$ cat src/rtl/obi_rr_arbiter_if.sv
// Bundled manager-side and subordinate-side OBI signals for the round-robin arbiter.
// The slave modport is the arbiter's view; master is the environment's view.
interface obi_rr_arbiter_if #(
    parameter int unsigned NUM_REQ    = 4,
    parameter int unsigned ADDR_WIDTH = 32,
    parameter int unsigned DATA_WIDTH = 32
);
    localparam int unsigned BE_W = DATA_WIDTH / 8;

    logic [NUM_REQ-1:0]            m_req_i;
    logic [NUM_REQ-1:0]            m_gnt_o;
    logic [NUM_REQ-1:0]            m_we_i;
    logic [NUM_REQ*ADDR_WIDTH-1:0] m_addr_i;
    logic [NUM_REQ*BE_W-1:0]       m_be_i;
    logic [NUM_REQ*DATA_WIDTH-1:0] m_wdata_i;
    logic [NUM_REQ-1:0]            m_rvalid_o;
    logic [NUM_REQ-1:0]            m_rready_i;
    logic [DATA_WIDTH-1:0]         m_rdata_o;
    logic                          m_err_o;

    logic                          s_req_o;
    logic                          s_gnt_i;
    logic                          s_we_o;
    logic [ADDR_WIDTH-1:0]         s_addr_o;
    logic [BE_W-1:0]               s_be_o;
    logic [DATA_WIDTH-1:0]         s_wdata_o;
    logic                          s_rvalid_i;
    logic                          s_rready_o;
    logic [DATA_WIDTH-1:0]         s_rdata_i;
    logic                          s_err_i;

    modport slave (
        input  m_req_i, m_we_i, m_addr_i, m_be_i, m_wdata_i, m_rready_i,
        output m_gnt_o, m_rvalid_o, m_rdata_o, m_err_o,
        output s_req_o, s_we_o, s_addr_o, s_be_o, s_wdata_o, s_rready_o,
        input  s_gnt_i, s_rvalid_i, s_rdata_i, s_err_i
    );

    modport master (
        output m_req_i, m_we_i, m_addr_i, m_be_i, m_wdata_i, m_rready_i,
        input  m_gnt_o, m_rvalid_o, m_rdata_o, m_err_o,
        input  s_req_o, s_we_o, s_addr_o, s_be_o, s_wdata_o, s_rready_o,
        output s_gnt_i, s_rvalid_i, s_rdata_i, s_err_i
    );
endinterface

$ cat src/rtl/obi_rr_arbiter.sv
// Round-robin arbiter sharing one OBI subordinate between NUM_REQ managers,
// one transaction in flight, response routed back to the owning manager only.
module obi_rr_arbiter #(
    parameter int unsigned NUM_REQ    = 4,
    parameter int unsigned ADDR_WIDTH = 32,
    parameter int unsigned DATA_WIDTH = 32,
    parameter int unsigned IDX_W      = $clog2(NUM_REQ)
) (
    input  logic             clk_i,
    input  logic             reset_i,
    obi_rr_arbiter_if.slave  bus,
    output logic             busy_o,
    output logic [IDX_W-1:0] owner_o
);
    localparam int unsigned BE_W = DATA_WIDTH / 8;
    localparam int unsigned IW1  = IDX_W + 1;

    typedef enum logic [1:0] {IDLE, ADDR, RESP} state_e;

    state_e           state_q, state_d;
    logic [IDX_W-1:0] sel_q, sel_d;
    logic [IDX_W-1:0] ptr_q, ptr_d;

    logic [ADDR_WIDTH-1:0] addr_a  [NUM_REQ];
    logic [BE_W-1:0]       be_a    [NUM_REQ];
    logic [DATA_WIDTH-1:0] wdata_a [NUM_REQ];

    logic [2*NUM_REQ-1:0] req_dbl;
    logic [NUM_REQ-1:0]   req_rot;
    logic [IDX_W:0]       off;
    logic [IDX_W:0]       sum;
    logic [IDX_W-1:0]     winner;
    logic                 any_req;

    for (genvar g = 0; g < NUM_REQ; g++) begin : g_unpack
        assign addr_a[g]  = bus.m_addr_i[g*ADDR_WIDTH +: ADDR_WIDTH];
        assign be_a[g]    = bus.m_be_i[g*BE_W +: BE_W];
        assign wdata_a[g] = bus.m_wdata_i[g*DATA_WIDTH +: DATA_WIDTH];
    end

    // Rotate requests so that ptr_q lands at bit 0, take the first set bit, rotate back.
    always_comb begin
        req_dbl = {bus.m_req_i, bus.m_req_i};
        req_rot = NUM_REQ'(req_dbl >> ptr_q);
        any_req = 1'b0;
        off     = '0;
        for (int unsigned i = 0; i < NUM_REQ; i++) begin
            if (!any_req && req_rot[i]) begin
                any_req = 1'b1;
                off     = IW1'(i);
            end
        end
        sum = {1'b0, ptr_q} + off;
        if (sum >= IW1'(NUM_REQ)) begin
            sum = sum - IW1'(NUM_REQ);
        end
        winner = sum[IDX_W-1:0];
    end

    always_comb begin
        state_d        = state_q;
        sel_d          = sel_q;
        ptr_d          = ptr_q;
        bus.m_gnt_o    = '0;
        bus.m_rvalid_o = '0;
        bus.m_rdata_o  = '0;
        bus.m_err_o    = 1'b0;
        bus.s_req_o    = 1'b0;
        bus.s_we_o     = 1'b0;
        bus.s_addr_o   = '0;
        bus.s_be_o     = '0;
        bus.s_wdata_o  = '0;
        bus.s_rready_o = 1'b0;

        unique case (state_q)
            IDLE: begin
                if (any_req) begin
                    sel_d   = winner;
                    state_d = ADDR;
                end
            end
            ADDR: begin
                bus.s_req_o        = bus.m_req_i[sel_q];
                bus.s_we_o         = bus.m_we_i[sel_q];
                bus.s_addr_o       = addr_a[sel_q];
                bus.s_be_o         = be_a[sel_q];
                bus.s_wdata_o      = wdata_a[sel_q];
                bus.m_gnt_o[sel_q] = bus.s_gnt_i;
                // A manager withdrawing its request before grant abandons the slot.
                if (!bus.m_req_i[sel_q]) begin
                    state_d = IDLE;
                end else if (bus.s_gnt_i) begin
                    state_d = RESP;
                end
            end
            RESP: begin
                bus.s_rready_o        = bus.m_rready_i[sel_q];
                bus.m_rvalid_o[sel_q] = bus.s_rvalid_i;
                bus.m_rdata_o         = bus.s_rdata_i;
                bus.m_err_o           = bus.s_err_i;
                if (bus.s_rvalid_i && bus.m_rready_i[sel_q]) begin
                    state_d = IDLE;
                    ptr_d   = (sel_q == IDX_W'(NUM_REQ - 1)) ? '0 : sel_q + IDX_W'(1);
                end
            end
            default: state_d = IDLE;
        endcase
    end

    always_ff @(posedge clk_i) begin
        if (reset_i) begin
            state_q <= IDLE;
            sel_q   <= '0;
            ptr_q   <= '0;
        end else begin
            state_q <= state_d;
            sel_q   <= sel_d;
            ptr_q   <= ptr_d;
        end
    end

    assign busy_o  = (state_q != IDLE);
    assign owner_o = busy_o ? sel_q : '0;

endmodule

$ cat src/flat_wrapper.sv
// flat-port wrapper written by rule: the top's interface ports become plain ports
module obi_rr_arbiter_flat 
#(
    parameter int unsigned NUM_REQ    = 4,
    parameter int unsigned ADDR_WIDTH = 32,
    parameter int unsigned DATA_WIDTH = 32,
    parameter int unsigned IDX_W      = $clog2(NUM_REQ)
)
  (clk_i, reset_i, busy_o, owner_o, bus_m_req_i, bus_m_we_i, bus_m_addr_i, bus_m_be_i, bus_m_wdata_i, bus_m_rready_i, bus_m_gnt_o, bus_m_rvalid_o, bus_m_rdata_o, bus_m_err_o, bus_s_req_o, bus_s_we_o, bus_s_addr_o, bus_s_be_o, bus_s_wdata_o, bus_s_rready_o, bus_s_gnt_i, bus_s_rvalid_i, bus_s_rdata_i, bus_s_err_i);
  obi_rr_arbiter_if #(.NUM_REQ(NUM_REQ), .ADDR_WIDTH(ADDR_WIDTH), .DATA_WIDTH(DATA_WIDTH)) bus_i ();
  input  logic clk_i;
  input  logic reset_i;
  output logic busy_o;
  output logic [IDX_W-1:0] owner_o;
  input wire logic [$bits(bus_i.m_req_i)-1:0] bus_m_req_i;
  input wire logic [$bits(bus_i.m_we_i)-1:0] bus_m_we_i;
  input wire logic [$bits(bus_i.m_addr_i)-1:0] bus_m_addr_i;
  input wire logic [$bits(bus_i.m_be_i)-1:0] bus_m_be_i;
  input wire logic [$bits(bus_i.m_wdata_i)-1:0] bus_m_wdata_i;
  input wire logic [$bits(bus_i.m_rready_i)-1:0] bus_m_rready_i;
  output wire logic [$bits(bus_i.m_gnt_o)-1:0] bus_m_gnt_o;
  output wire logic [$bits(bus_i.m_rvalid_o)-1:0] bus_m_rvalid_o;
  output wire logic [$bits(bus_i.m_rdata_o)-1:0] bus_m_rdata_o;
  output wire logic [$bits(bus_i.m_err_o)-1:0] bus_m_err_o;
  output wire logic [$bits(bus_i.s_req_o)-1:0] bus_s_req_o;
  output wire logic [$bits(bus_i.s_we_o)-1:0] bus_s_we_o;
  output wire logic [$bits(bus_i.s_addr_o)-1:0] bus_s_addr_o;
  output wire logic [$bits(bus_i.s_be_o)-1:0] bus_s_be_o;
  output wire logic [$bits(bus_i.s_wdata_o)-1:0] bus_s_wdata_o;
  output wire logic [$bits(bus_i.s_rready_o)-1:0] bus_s_rready_o;
  input wire logic [$bits(bus_i.s_gnt_i)-1:0] bus_s_gnt_i;
  input wire logic [$bits(bus_i.s_rvalid_i)-1:0] bus_s_rvalid_i;
  input wire logic [$bits(bus_i.s_rdata_i)-1:0] bus_s_rdata_i;
  input wire logic [$bits(bus_i.s_err_i)-1:0] bus_s_err_i;
  assign bus_i.m_req_i = bus_m_req_i;
  assign bus_i.m_we_i = bus_m_we_i;
  assign bus_i.m_addr_i = bus_m_addr_i;
  assign bus_i.m_be_i = bus_m_be_i;
  assign bus_i.m_wdata_i = bus_m_wdata_i;
  assign bus_i.m_rready_i = bus_m_rready_i;
  assign bus_m_gnt_o = bus_i.m_gnt_o;
  assign bus_m_rvalid_o = bus_i.m_rvalid_o;
  assign bus_m_rdata_o = bus_i.m_rdata_o;
  assign bus_m_err_o = bus_i.m_err_o;
  assign bus_s_req_o = bus_i.s_req_o;
  assign bus_s_we_o = bus_i.s_we_o;
  assign bus_s_addr_o = bus_i.s_addr_o;
  assign bus_s_be_o = bus_i.s_be_o;
  assign bus_s_wdata_o = bus_i.s_wdata_o;
  assign bus_s_rready_o = bus_i.s_rready_o;
  assign bus_i.s_gnt_i = bus_s_gnt_i;
  assign bus_i.s_rvalid_i = bus_s_rvalid_i;
  assign bus_i.s_rdata_i = bus_s_rdata_i;
  assign bus_i.s_err_i = bus_s_err_i;
  obi_rr_arbiter #(.NUM_REQ(NUM_REQ), .ADDR_WIDTH(ADDR_WIDTH), .DATA_WIDTH(DATA_WIDTH), .IDX_W(IDX_W)) u_core (.clk_i(clk_i), .reset_i(reset_i), .bus(bus_i), .busy_o(busy_o), .owner_o(owner_o));
endmodule
$ cat config.mk
export PLATFORM = sky130hd
export DESIGN_NAME = obi_rr_arbiter_flat
export DESIGN_NICKNAME = d
export VERILOG_FILES = /design/src/rtl/obi_rr_arbiter_if.sv /design/src/rtl/obi_rr_arbiter.sv /design/src/flat_wrapper.sv
export SDC_FILE = /design/constraint.sdc
export NUM_CORES = 1
export LEC_CHECK = 0
export CAP_MARGIN = 20
export CORE_AREA = 2 2 170 172
export DETAILED_ROUTE_END_ITERATION = 16
export DIE_AREA = 0 0 172 174
export HOLD_SLACK_MARGIN = 0.03
export PLACE_DENSITY = 0.41
export SYNTH_ARGS = -nofsm -noshare
export SYNTH_HDL_FRONTEND = slang
export SYNTH_SLANG_ARGS = --single-unit
$ cat constraint.sdc
create_clock -name clk_i -period 2.2 [get_ports clk_i]
set_clock_uncertainty 0.1 [all_clocks]
set_input_delay 0.44 -clock clk_i [delete_from_list [all_inputs] [get_ports clk_i]]
set_output_delay 0.44 -clock clk_i [all_outputs]
set_load 0.05 [all_outputs]
Figure 1. Routed metal per tile (run 1).
(2 px per um) The die is cut into 34 by 35 equal tiles; black is low, pale yellow is high, scaled to the fullest tile. Values are wire area over tile area, all layers added.
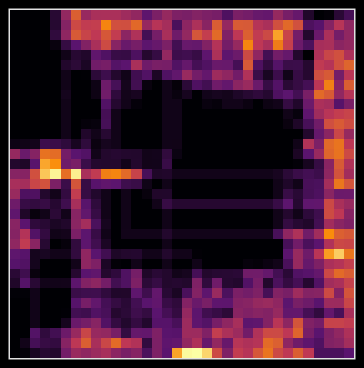
densest ninth of the die: south-east
emptiest ninth of the die: center
fullest tile: 0.58
tiles over half the peak: 11%
mean over tiles: 0.12
nearly empty tiles: 25%

Figure 2. Cell sizes after repair (run 1).
(3 px per um)
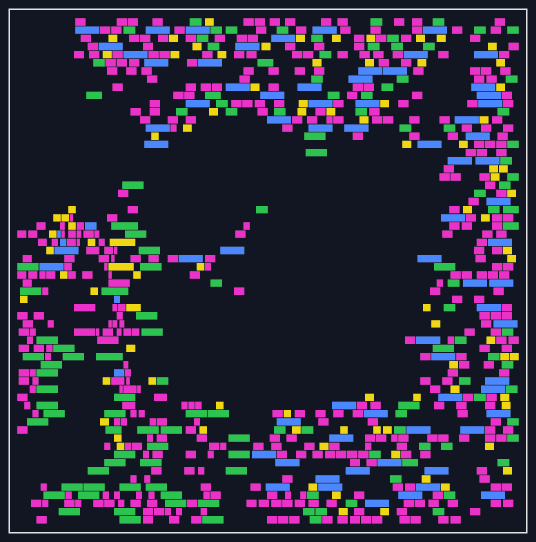
| size | color | cells | most used |
|---|---|---|---|
| x2 | blue | 76 | mux4_2 |
| x1 and smaller | magenta | 419 | clkdlybuf4s50_1 |
| x6 and larger | green | 128 | buf_6 |
| x3 and x4 | yellow | 88 | and2_4 |
Post-Layout Inst Area: 8730 um^2
least setup slack across all paths after layout: -0.110 ns
non-clock buffer instance count of the final layout: 469

==> results.sh, run 1 <==
# implementation run metrics
export IMPL_status="complete, but fails checks"
export IMPL_violations_in_the_final_reports="setup timing"
export IMPL_row_count=62
export IMPL_fin_crit_ns=2.31
export IMPL_power_uw=3530
export IMPL_ctsHtreeMaxLevel=1
export IMPL_syn_cell_area_um2=2920
export IMPL_cp_data_arrival_time_ns=1.77
export IMPL_antennaDiodeCount=0
export IMPL_synth_net_count=593
export IMPL_critical_path_top_delay_family="multiplexers"
export IMPL_crit_path_cell_trace="buf_12 > buf_12 > mux4_2 > and2_4 > buf_6"
export IMPL_die_width_um=172
export IMPL_grt_start_max_net_pins=42
export IMPL_route_detailed_wl_per_inst_um=19.9
export IMPL_timing_critical_path_to_type="output pin"
export IMPL_half_perimeter_wire_length_after_placement_um=19000
export IMPL_dp_slack_ns=-0.279
export IMPL_timing_max_slew_rel_slack=0.715
export IMPL_p_leak_uw=0.00333
export IMPL_clk_root_buffer_cell="sky130_fd_sc_hd__clkbuf_16"
export IMPL_ys_chip_area_um2=2920
export IMPL_routed_via_count=4234
export IMPL_setup_viol=70
export IMPL_vias_per_cell=3.87
export IMPL_route_detailed_drc=0
export IMPL_critical_path_max_stage_delay_ns=0.53
export IMPL_grt_first_pass_wirelength_um=30300
export IMPL_yosys_stat_seqShare=0.0411
export IMPL_stage_log_warnings=31
export IMPL_synth_lib_cells_used_distinct=36
export IMPL_hold_viol=0
export IMPL_worst_slew_pin_slew_ns=0.427
export IMPL_yosys_warnings=0
export IMPL_synthesis_instances=267
export IMPL_total_cells_reported_by_yosys_after_synthesis=267
export IMPL_hold_class="reg -> reg"
export IMPL_crit_type="reg -> out"
export IMPL_timing_critical_path_slowest_stage_cell="sky130_fd_sc_hd__mux4_2"
export IMPL_core_region_area_um2=28200
export IMPL_max_cap_violations=0
export IMPL_clock_latency_ns=0.23
export IMPL_timing_fmax_mhz=433
export IMPL_timing_max_transition_violations_final=0
export IMPL_worst_path_max_fanout=11
export IMPL_syn_area_per_cell_um2=10.9
export IMPL_worst_slack_ns=-0.110
export IMPL_postRouteWirelength_um=21700
export IMPL_antenna_found_initial=3
export IMPL_first_pass_iters=4
export IMPL_grt_total_ovfl=0
export IMPL_finalNetCount=1038
export IMPL_pwr_density_cell_nw_per_um2=404
export IMPL_port_buffer_count=435
export IMPL_final_period_utilization=1.05
export IMPL_antenna_violating_nets_post_route=0
export IMPL_share_of_final_layout_standard_cells_stronger_than_drive_strength_1=0.411
export IMPL_cts_buffers=3
export IMPL_die_h_um=174
export IMPL_cts_buffer_depth=2
export IMPL_cts_tree="built"
export IMPL_chipArea_um2=29900
export IMPL_dr_first_iter_drc_count=118
export IMPL_finalWeightedCongestion=0.855
export IMPL_synthToLayoutAreaGrowth_pct=199
export IMPL_grt_total_usage=0.134
export IMPL_cts_reportedPaths_clkPinSlew_ns=0.03
export IMPL_cp_num_buf_inv=3
export IMPL_io_pins=436
export IMPL_critical_path_top_cell_by_count="sky130_fd_sc_hd__buf_12"
export IMPL_first_global_vias=4711
export IMPL_worst_ir_drop_vdd_mv=0.198
export IMPL_required_ns=1.66
export IMPL_floorplan_utilization=0.103
export IMPL_synth_flop_count=6
export IMPL_critical_path_startpoint_type="flop"
export IMPL_unrepaired_setup_endpoints_after_global_routing="true"
Figure 3. Clock wiring as the flow saved it (run 1).
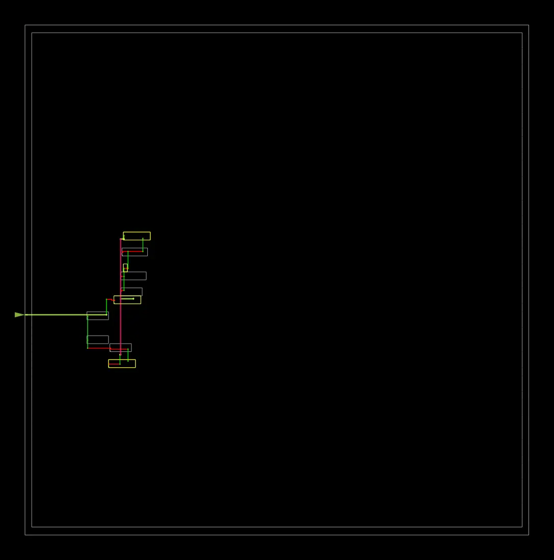
clock net sink count: 6
FFs & Latches: 6

[run 1: timing repair]
item,CTS,global route
pin swaps,1,1
hold buffers,0,0
endpoints found under the setup margin,70,72
setup buffers,4,1
resized,125,30
[run 1: registers in the layout (all words and copies together) (netlist names)]
| signal | flops |
|---|---|
| u_core.state_q | 2 |
| u_core.sel_q | 2 |
| u_core.ptr_q | 2 |
[run 1: layout by cell type (no fill, tap or decap), drive strengths merged, types with 3 or more instances in the layout]
cell	instances
dfxtp	6
a21oi	4
and3	8
inv	3
mux4	71
mux2i	3
nor2	6
nand2	4
clkbuf	4
and2	106
dlygate4sd2	9
ha	5
buf	149
clkdlybuf4s50	311
nor3	3
[run 1: per-layer routing]
layer  global-route usage  vias up  routed length, um
met5                    0        -                 33
met4               0.0200        4                292
met3               0.0408       25               2140
met2                0.260      215              11700
met1                0.143     2070               7570
li1                     -     1920                  -
[run 1: cells in the mapped netlist, drive strengths merged]
library cell,n,area [um^2]
and2,106,664
mux4,71,1600
clkbuf,15,66.3
buf,14,96.3
and3,8,50.1
dfxtp,6,120
nor2,6,22.5
ha,5,62.6
a21oi,4,20.0
nand2,4,15.0
inv,3,11.3
mux2i,3,30.0
nor3,3,15.0
a311oi,2,17.5
o211ai,2,15.0
or3,2,12.5
and2b,1,7.51
mux2,1,11.3
nand2b,1,6.26
nand3,1,10.0
nand3b,1,7.51
nor2b,1,6.26
nor3b,1,7.51
nor4,1,6.26
o211a,1,10.0
o21a,1,7.51
o21ai,1,5.00
or2,1,6.26
or4,1,7.51
[run 1: through the flow]
stage                     instances  instance area (um^2)   util  TNS (ns)  hold slack [ns]
after floorplan                 267                  2920      -         0            0.350
after global routing           1095                  8730  0.309     -7.82            0.496
after detailed placement       1086                  8160  0.289     -2.17            0.450
after CTS                      1094                  8620  0.305     -5.26            0.454
final                          1095                  8730  0.309     -3.80            0.444
after global placement         1086                  8160  0.289     -1.96            0.432
[run 1: power breakdown]
part | internal, uW | switching [uW] | total (uW)
clock | 241 | 66.5 | 307
sequential | 121 | 15.0 | 136
combinational | 1660 | 1430 | 3090
[run 1: path summary, 6_finish.rpt]
path | end | startpoint | cells past startpoint | slack (ns)
worst max-delay path | bus_s_addr_o[28] | u_core.sel_q[0] | 5 | -0.11
worst min-delay path | u_core.state_q[0] | u_core.state_q[1] | 1 | 0.44
worst max register to register | u_core.ptr_q[0] | u_core.sel_q[0] | 7 | 0.29
worst min register to register | u_core.state_q[0] | u_core.state_q[1] | 1 | 0.44
[run 1: layout make-up]
class,instances,area [um^2]
fill,2962,19500
inverter,3,11.3
multi-input combinational,229,2780
tap,384,480
timing repair buffer,469,5240
sequential,6,128
clock buffer,4,78.8
[run 1: cell families after synthesis]
kind of cell / count (synthesis) / synth area share
simple gates: 138 / 0.289
mux: 75 / 0.563
buf+inv: 32 / 0.0595
compound gates: 11 / 0.0257
flops: 6 / 0.0411
fa+ha+maj: 5 / 0.0214
## Run 2: what changed since run 1
--- a/config.mk
+++ b/config.mk
@@ -7,6 +7,7 @@
 export LEC_CHECK = 0
 export CAP_MARGIN = 20
 export CORE_AREA = 2 2 170 172
+export CTS_CLUSTER_DIAMETER = 150
 export DETAILED_ROUTE_END_ITERATION = 16
 export DIE_AREA = 0 0 172 174
 export HOLD_SLACK_MARGIN = 0.03
Figure 4. Cell sizes after repair (run 2).
(3 px per um)
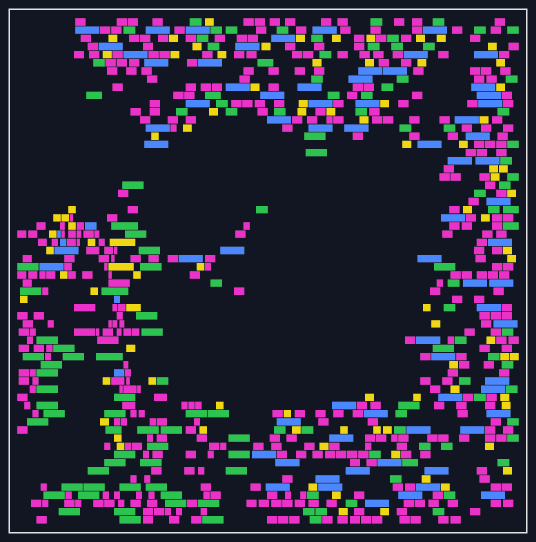
area grow syn2layout: 199%

Figure 5. M3 wires (run 2).
(3 px per um)
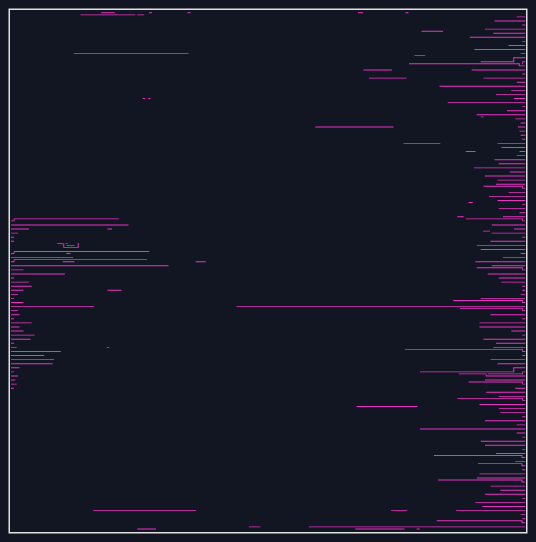
nets with wire on the layer: 189
wire length on this layer: 2,140 um
share of all routed wire: 9.9%
main direction: horizontal
longest straight run: 95.9 um
final wirelength: 21,700 um
global-route met3 utilization: 0.0408

==> run 2 against run 1 <==
Sequential power hardly changed; the run still ends with setup timing left; sequential cell count stayed put; combinational power hardly changed; cell area stayed put; final cell count stayed put; non-clock buffer count stayed put; wire length stayed put; synthesized cell count stayed put; sequential share of layout area stayed put; highest routed layer unchanged.
==> results.sh, run 2 <==
# implementation run metrics
export IMPL_dr_first_iter_drc_count=118
export IMPL_netlist_top_cells_area="sky130_fd_sc_hd__mux4_2 54%, sky130_fd_sc_hd__and2_1 22%, sky130_fd_sc_hd__dfxtp_1 4.1%"
export IMPL_synth_lib_cells_used_distinct=36
export IMPL_hold_path_startpoint="u_core.state_q[1]"
export IMPL_core_region_area_um2=28200
export IMPL_cts_buffer_depth=2
export IMPL_final_period_utilization=1.05
export IMPL_sequential_fraction_of_design_power=0.039
export IMPL_first_pass_iters=4
export IMPL_share_of_final_layout_standard_cells_stronger_than_drive_strength_1=0.411
export IMPL_cts_reportedPaths_clkPinSlew_ns=0.03
export IMPL_hold_viol=0
export IMPL_die_width_um=172
export IMPL_route_detailed_wl_per_inst_um=19.9
export IMPL_cts_buffers=3
export IMPL_total_cells_reported_by_yosys_after_synthesis=267
export IMPL_die_h_um=174
export IMPL_clock_latency_ns=0.23
export IMPL_dp_slack_ns=-0.279
export IMPL_r2r_start="u_core.sel_q[0]"
export IMPL_antennaDiodeCount=0
export IMPL_multi_input_comb_area_um2=2780
export IMPL_io_pins=436
export IMPL_antenna_found_initial=3
export IMPL_route_detailed_drc=0
export IMPL_half_perimeter_wire_length_after_placement_um=19000
export IMPL_timing_max_slew_rel_slack=0.715
export IMPL_synth_net_count=593
export IMPL_chipArea_um2=29900
export IMPL_unrepaired_setup_endpoints_after_global_routing="true"
export IMPL_timing_max_transition_violations_final=0
export IMPL_grt_start_max_net_pins=42
export IMPL_top_area_frac=0.540
export IMPL_timing_fmax_mhz=433
export IMPL_edf_count=0
export IMPL_yosys_warnings=0
export IMPL_p_leak_uw=0.00333
export IMPL_synth_area_leader_cell="sky130_fd_sc_hd__mux4_2"
export IMPL_routed_via_count=4234
export IMPL_synth_flop_count=6
export IMPL_max_cap_violations=0
export IMPL_yosysMostFrequentCell="sky130_fd_sc_hd__and2_1"
export IMPL_layout_cell_area_non_filler_um2=8730
export IMPL_timing_critical_path_to_type="output pin"
export IMPL_row_count=62
export IMPL_cp_data_arrival_time_ns=1.77
export IMPL_synth_top_flop_cell="sky130_fd_sc_hd__dfxtp_1"
export IMPL_setup_viol=70
export IMPL_worst_slack_ns=-0.110
export IMPL_vias_per_cell=3.87
export IMPL_worst_ir_drop_vdd_mv=0.198
export IMPL_final_instance_count_excl_fill=1095
export IMPL_syn_cell_area_um2=2920
export IMPL_violations_in_the_final_reports="setup timing"
export IMPL_critical_path_startpoint_type="flop"
export IMPL_worst_path_max_fanout=11
export IMPL_finalNetCount=1038
export IMPL_fillCellCount=2962
export IMPL_ys_chip_area_um2=2920
export IMPL_hold_path_stages=1
export IMPL_ctsHtreeMaxLevel=1
export IMPL_r2r_end="u_core.ptr_q[0]"
export IMPL_power_frac_clock=0.087
export IMPL_required_ns=1.66
export IMPL_layout_cells_most_common_list="311 x sky130_fd_sc_hd__clkdlybuf4s50_1, 71 x sky130_fd_sc_hd__mux4_2, 68 x sky130_fd_sc_hd__buf_6"
export IMPL_timing_hold_worst_endpoint="u_core.state_q[0]"
export IMPL_stage_log_warnings=31
export IMPL_dpl_instance_area_um2=8160
export IMPL_dp_cells=1086
export IMPL_finalWeightedCongestion=0.855
export IMPL_power_internal_uw=2020
export IMPL_grt_total_ovfl=0
export IMPL_swShare=0.428
export IMPL_status="complete, but fails checks"
export IMPL_combPwrFrac=0.874
export IMPL_r2r_cells=7
export IMPL_area_sequential_um2=128
[run 2: cell counts after synthesis]
Identical to the previous run, type by type.
[run 2: worst max-delay path, cell delays in order (launching register included)]
cell and delay, ns:
sky130_fd_sc_hd__dfxtp_4 0.36, sky130_fd_sc_hd__buf_12 0.15, sky130_fd_sc_hd__buf_12 0.16, sky130_fd_sc_hd__mux4_2 0.53
sky130_fd_sc_hd__and2_4 0.18, sky130_fd_sc_hd__buf_6 0.14
[run 2: power groups by stage]
stage	clock, uW	sequential (uW)	combinational [uW]
after floorplan	0	131	1510
after global placement	0	138	2790
after CTS	314	137	3060
after global routing	321	138	3240
final	307	136	3090
after detailed placement	0	138	2810
[run 2: worst max-delay path by stage]
| stage | start | end | slack (ns) | depth (start not counted) |
|---|---|---|---|---|
| final | u_core.sel_q[0] | bus_s_addr_o[28] | -0.11 | 5 |
| after global routing | u_core.sel_q[0] | bus_s_addr_o[5] | -0.16 | 5 |
| after CTS | u_core.sel_q[0] | bus_s_addr_o[5] | -0.12 | 5 |
| after detailed placement | bus_m_req_i[2] | bus_s_req_o | -0.28 | 4 |
| after global placement | bus_m_req_i[2] | bus_s_req_o | -0.26 | 4 |
| after floorplan | u_core.sel_q[0] | bus_s_addr_o[0] | 0.03 | 4 |
[run 2: final cells by class]
cell class	count	share of cell area
multi-input cells	229	0.319
well taps	384	0.0551
clock buffers	4	0.00903
repair buffers	469	0.601
flip-flops and latches	6	0.0146
inverters	3	0.00129
[run 2: timing repair]
action	4_1_cts	5_1_grt
setup endpoints to repair	70	72
buffers inserted	4	1
resized	125	30
endpoints found under the hold margin	0	0
pin swaps	1	1
[run 2: cell families (layout without fill, tap and decap cells)]
group | after synthesis | in the layout | synth area share
mux | 75 | 75 | 0.563
compound gates | 11 | 11 | 0.0257
fa+ha+maj | 5 | 5 | 0.0214
simple gates | 138 | 138 | 0.289
buf+inv | 32 | 476 | 0.0595
flops | 6 | 6 | 0.0411
[run 2: layer usage]
metal  global-route usage  vias to the layer above  wire length [um]
li1                     -                     1920                 -
met1                0.143                     2070              7570
met2                0.260                      215             11700
met3               0.0408                       25              2140
met4               0.0200                        4               292
met5                    0                        -                33
[run 2: metrics by stage]
stage	power, uW	hold WS [ns]	util
5_1_grt	3700	0.496	0.309
4_1_cts	3510	0.454	0.305
3_3_place_gp	2930	0.432	0.289
3_5_place_dp	2950	0.450	0.289
6_report	3530	0.444	0.309
2_1_floorplan	1640	0.350	-
## Run 3: what changed since run 2
--- a/config.mk
+++ b/config.mk
@@ -11,7 +11,7 @@
 export DETAILED_ROUTE_END_ITERATION = 16
 export DIE_AREA = 0 0 172 174
 export HOLD_SLACK_MARGIN = 0.03
-export PLACE_DENSITY = 0.41
+export PLACE_DENSITY = 0.49
 export SYNTH_ARGS = -nofsm -noshare
 export SYNTH_HDL_FRONTEND = slang
 export SYNTH_SLANG_ARGS = --single-unit
==> run 3 against run 2 <==
The flow still finishes with violations (setup timing); maximum frequency fell by 1.3%; cell area decreased by 0.79%; register-to-register slack got worse by 0.09 ns; sequential power grew 4%; via count down 3.7%; setup slack got worse by 0.029 ns; die area did not move; core utilization shrank 0.24 points; sequential share of layout area about the same; total power fell by 1.4%; largest cell class unchanged.
==> results.sh, run 3 <==
# implementation run metrics
export IMPL_yosysMostFrequentCell="sky130_fd_sc_hd__and2_1"
export IMPL_io_pins=436
export IMPL_crit_path_cell_trace="buf_12 > buf_4 > mux4_2 > and2_1 > buf_4"
export IMPL_cts_buffer_depth=2
export IMPL_fin_worst_hold_slack_ns=0.452
export IMPL_finalWeightedCongestion=0.770
export IMPL_routed_via_count=4079
export IMPL_clock_latency_ns=0.23
export IMPL_share_of_cell_area_taken_by_muxes_after_synthesis=0.563
export IMPL_cts_reportedPaths_clkPinSlew_ns=0.04
export IMPL_finalNetCount=1034
export IMPL_timing_max_slew_rel_slack=0.747
export IMPL_route_detailed_drc=0
export IMPL_critical_path_startpoint_type="flop"
export IMPL_status="complete, but fails checks"
export IMPL_antennaDiodeCount=0
export IMPL_half_perimeter_wire_length_after_placement_um=16100
export IMPL_fa_ha_area_frac=0.0214
export IMPL_synth_top_flop_cell="sky130_fd_sc_hd__dfxtp_1"
export IMPL_postRouteWirelength_um=19900
export IMPL_first_pass_iters=4
export IMPL_hold_path_startpoint="u_core.state_q[1]"
export IMPL_core_region_area_um2=28200
export IMPL_setup_viol=75
export IMPL_r2r_start="u_core.ptr_q[0]"
export IMPL_ctsHtreeMaxLevel=1
export IMPL_timing_critical_path_to_type="output pin"
export IMPL_total_cells_reported_by_yosys_after_synthesis=267
export IMPL_r2r_cells=6
export IMPL_synth_flop_count=6
export IMPL_dp_slack_ns=-0.294
export IMPL_layout_cells_most_common_list="315 x sky130_fd_sc_hd__clkdlybuf4s50_1, 71 x sky130_fd_sc_hd__mux4_2, 56 x sky130_fd_sc_hd__and2_1"
export IMPL_synth_net_count=593
export IMPL_die_width_um=172
export IMPL_hold_viol=0
export IMPL_p_leak_uw=0.00329
export IMPL_ys_chip_area_um2=2920
export IMPL_route_detailed_wl_per_inst_um=18.2
export IMPL_grt_start_max_net_pins=75
export IMPL_yosys_warnings=0
export IMPL_grt_total_ovfl=0
export IMPL_aoi_share=0.0257
export IMPL_power_uw=3480
export IMPL_timing_hold_worst_endpoint="u_core.state_q[0]"
export IMPL_synthSimpleGateAreaFrac=0.289
export IMPL_edf_count=0
export IMPL_stage_log_warnings=31
export IMPL_max_cap_violations=0
export IMPL_die_h_um=174
export IMPL_r2r_end="u_core.sel_q[1]"
export IMPL_critical_path_max_stage_delay_ns=0.50
export IMPL_chipArea_um2=29900
export IMPL_synth_area_leader_cell="sky130_fd_sc_hd__mux4_2"
export IMPL_synth_lib_cells_used_distinct=36
export IMPL_violations_in_the_final_reports="setup timing"
export IMPL_required_ns=1.66
export IMPL_dp_cells=1074
export IMPL_final_period_utilization=1.06
export IMPL_critical_path_top_cell_by_count="sky130_fd_sc_hd__buf_4"
export IMPL_syn_cell_area_um2=2920
export IMPL_timing_max_transition_violations_final=0
export IMPL_timing_critical_path_slowest_stage_cell="sky130_fd_sc_hd__mux4_2"
export IMPL_worst_slack_ns=-0.140
export IMPL_netlist_top_cells_area="sky130_fd_sc_hd__mux4_2 54%, sky130_fd_sc_hd__and2_1 22%, sky130_fd_sc_hd__dfxtp_1 4.1%"
export IMPL_timing_fmax_mhz=427
run 3: worst max-delay path, delay by kind of cell, from the launching register on:
kind,cells,cell delay [ns]
buffers and inverters,3,0.50
multiplexers,1,0.50
flip-flops,1,0.36
AND/OR/NAND/NOR,1,0.19
run 3: kinds of logic after synthesis:
logic type / after synthesis
DFF: 6
adders and majority gates: 5
buffers and inverters: 32
AOI/OAI and AO/OA: 11
muxes: 75
and+or+nand+nor: 138
run 3: layout make-up:
class,instances,area [um^2]
clock buffer,4,78.8
fill,2971,19600
inverter,3,11.3
multi-input combinational,229,2780
sequential,6,128
tap,384,480
timing repair buffer,465,5180
run 3: how the worst max path moves through the flow:
| stage | cells past startpoint | slack, ns | from | end |
|---|---|---|---|---|
| finish | 5 | -0.14 | u_core.sel_q[0] | bus_s_wdata_o[21] |
| global route | 6 | -0.21 | u_core.sel_q[0] | bus_s_wdata_o[26] |
| CTS | 5 | -0.18 | u_core.sel_q[0] | bus_s_wdata_o[21] |
| detailed placement | 7 | -0.29 | bus_m_req_i[0] | u_core.sel_q[1] |
| global placement | 4 | -0.26 | bus_m_req_i[2] | bus_s_req_o |
| floorplan | 4 | 0.03 | u_core.sel_q[0] | bus_s_addr_o[0] |
run 3: power breakdown:
group          leakage (uW)  total, uW  internal, uW  switching [uW]
combinational       0.00320       3020          1620            1410
sequential        0.0000505        142           121            21.3
clock             0.0000382        311           241            70.1
run 3: timing repair:
item | 4_1_cts | 5_1_grt
endpoints found under the setup margin | 70 | 80
endpoints found under the hold margin | 0 | 0
pin swaps | 2 | 0
cloned | 2 | 2
hold buffers | 0 | 0
setup buffers | 8 | 5
resized | 119 | 10
run 3: routing by layer:
layer  vias to the layer above  global-route usage  wire (um)
li1                       1911                   -          -
met5                         -                   0         13
met4                         2             0.00980         73
met3                         9              0.0269       1770
met2                       211               0.222      10300
met1                      1946               0.145       7700
run 3: per-stage QoR:
stage	area, um^2	util
3_3_place_gp	8040	0.285
6_report	8660	0.307
3_5_place_dp	8040	0.285
2_1_floorplan	2920	-
4_1_cts	8600	0.305
5_1_grt	8660	0.307
Figure 6. Clock wiring as the flow saved it (run 3).
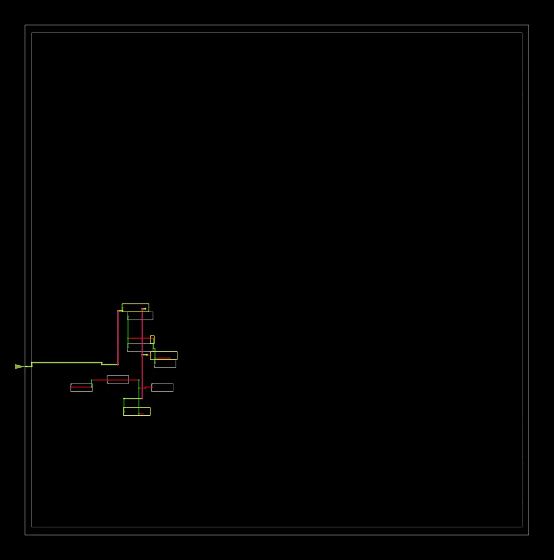
power of the clock network: 311 uW
cts bufs inserted: 3

Figure 7. Cell sizes after repair (run 3).
(3 px per um)
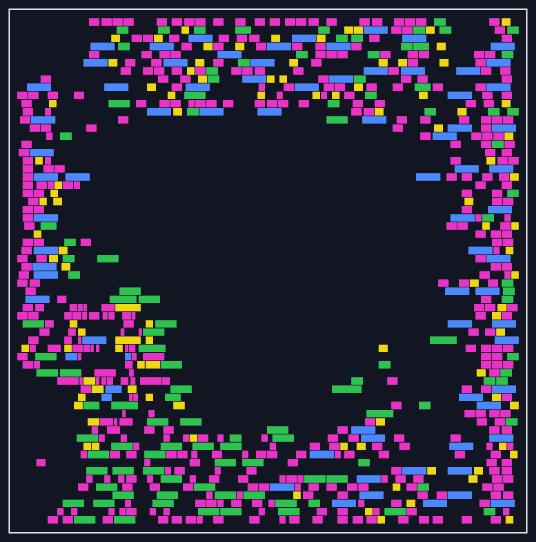
| size | color | cells | most used |
|---|---|---|---|
| x6 and larger | green | 109 | buf_12 |
| x3 and x4 | yellow | 96 | and2_4 |
| x2 | blue | 75 | mux4_2 |
| x1 and smaller | magenta | 427 | clkdlybuf4s50_1 |
non-clock buffer instance count of the final layout: 465
least setup slack across all paths after layout: -0.140 ns
area grow syn2layout: 196%

Power is estimated from default activity; no workload was simulated.
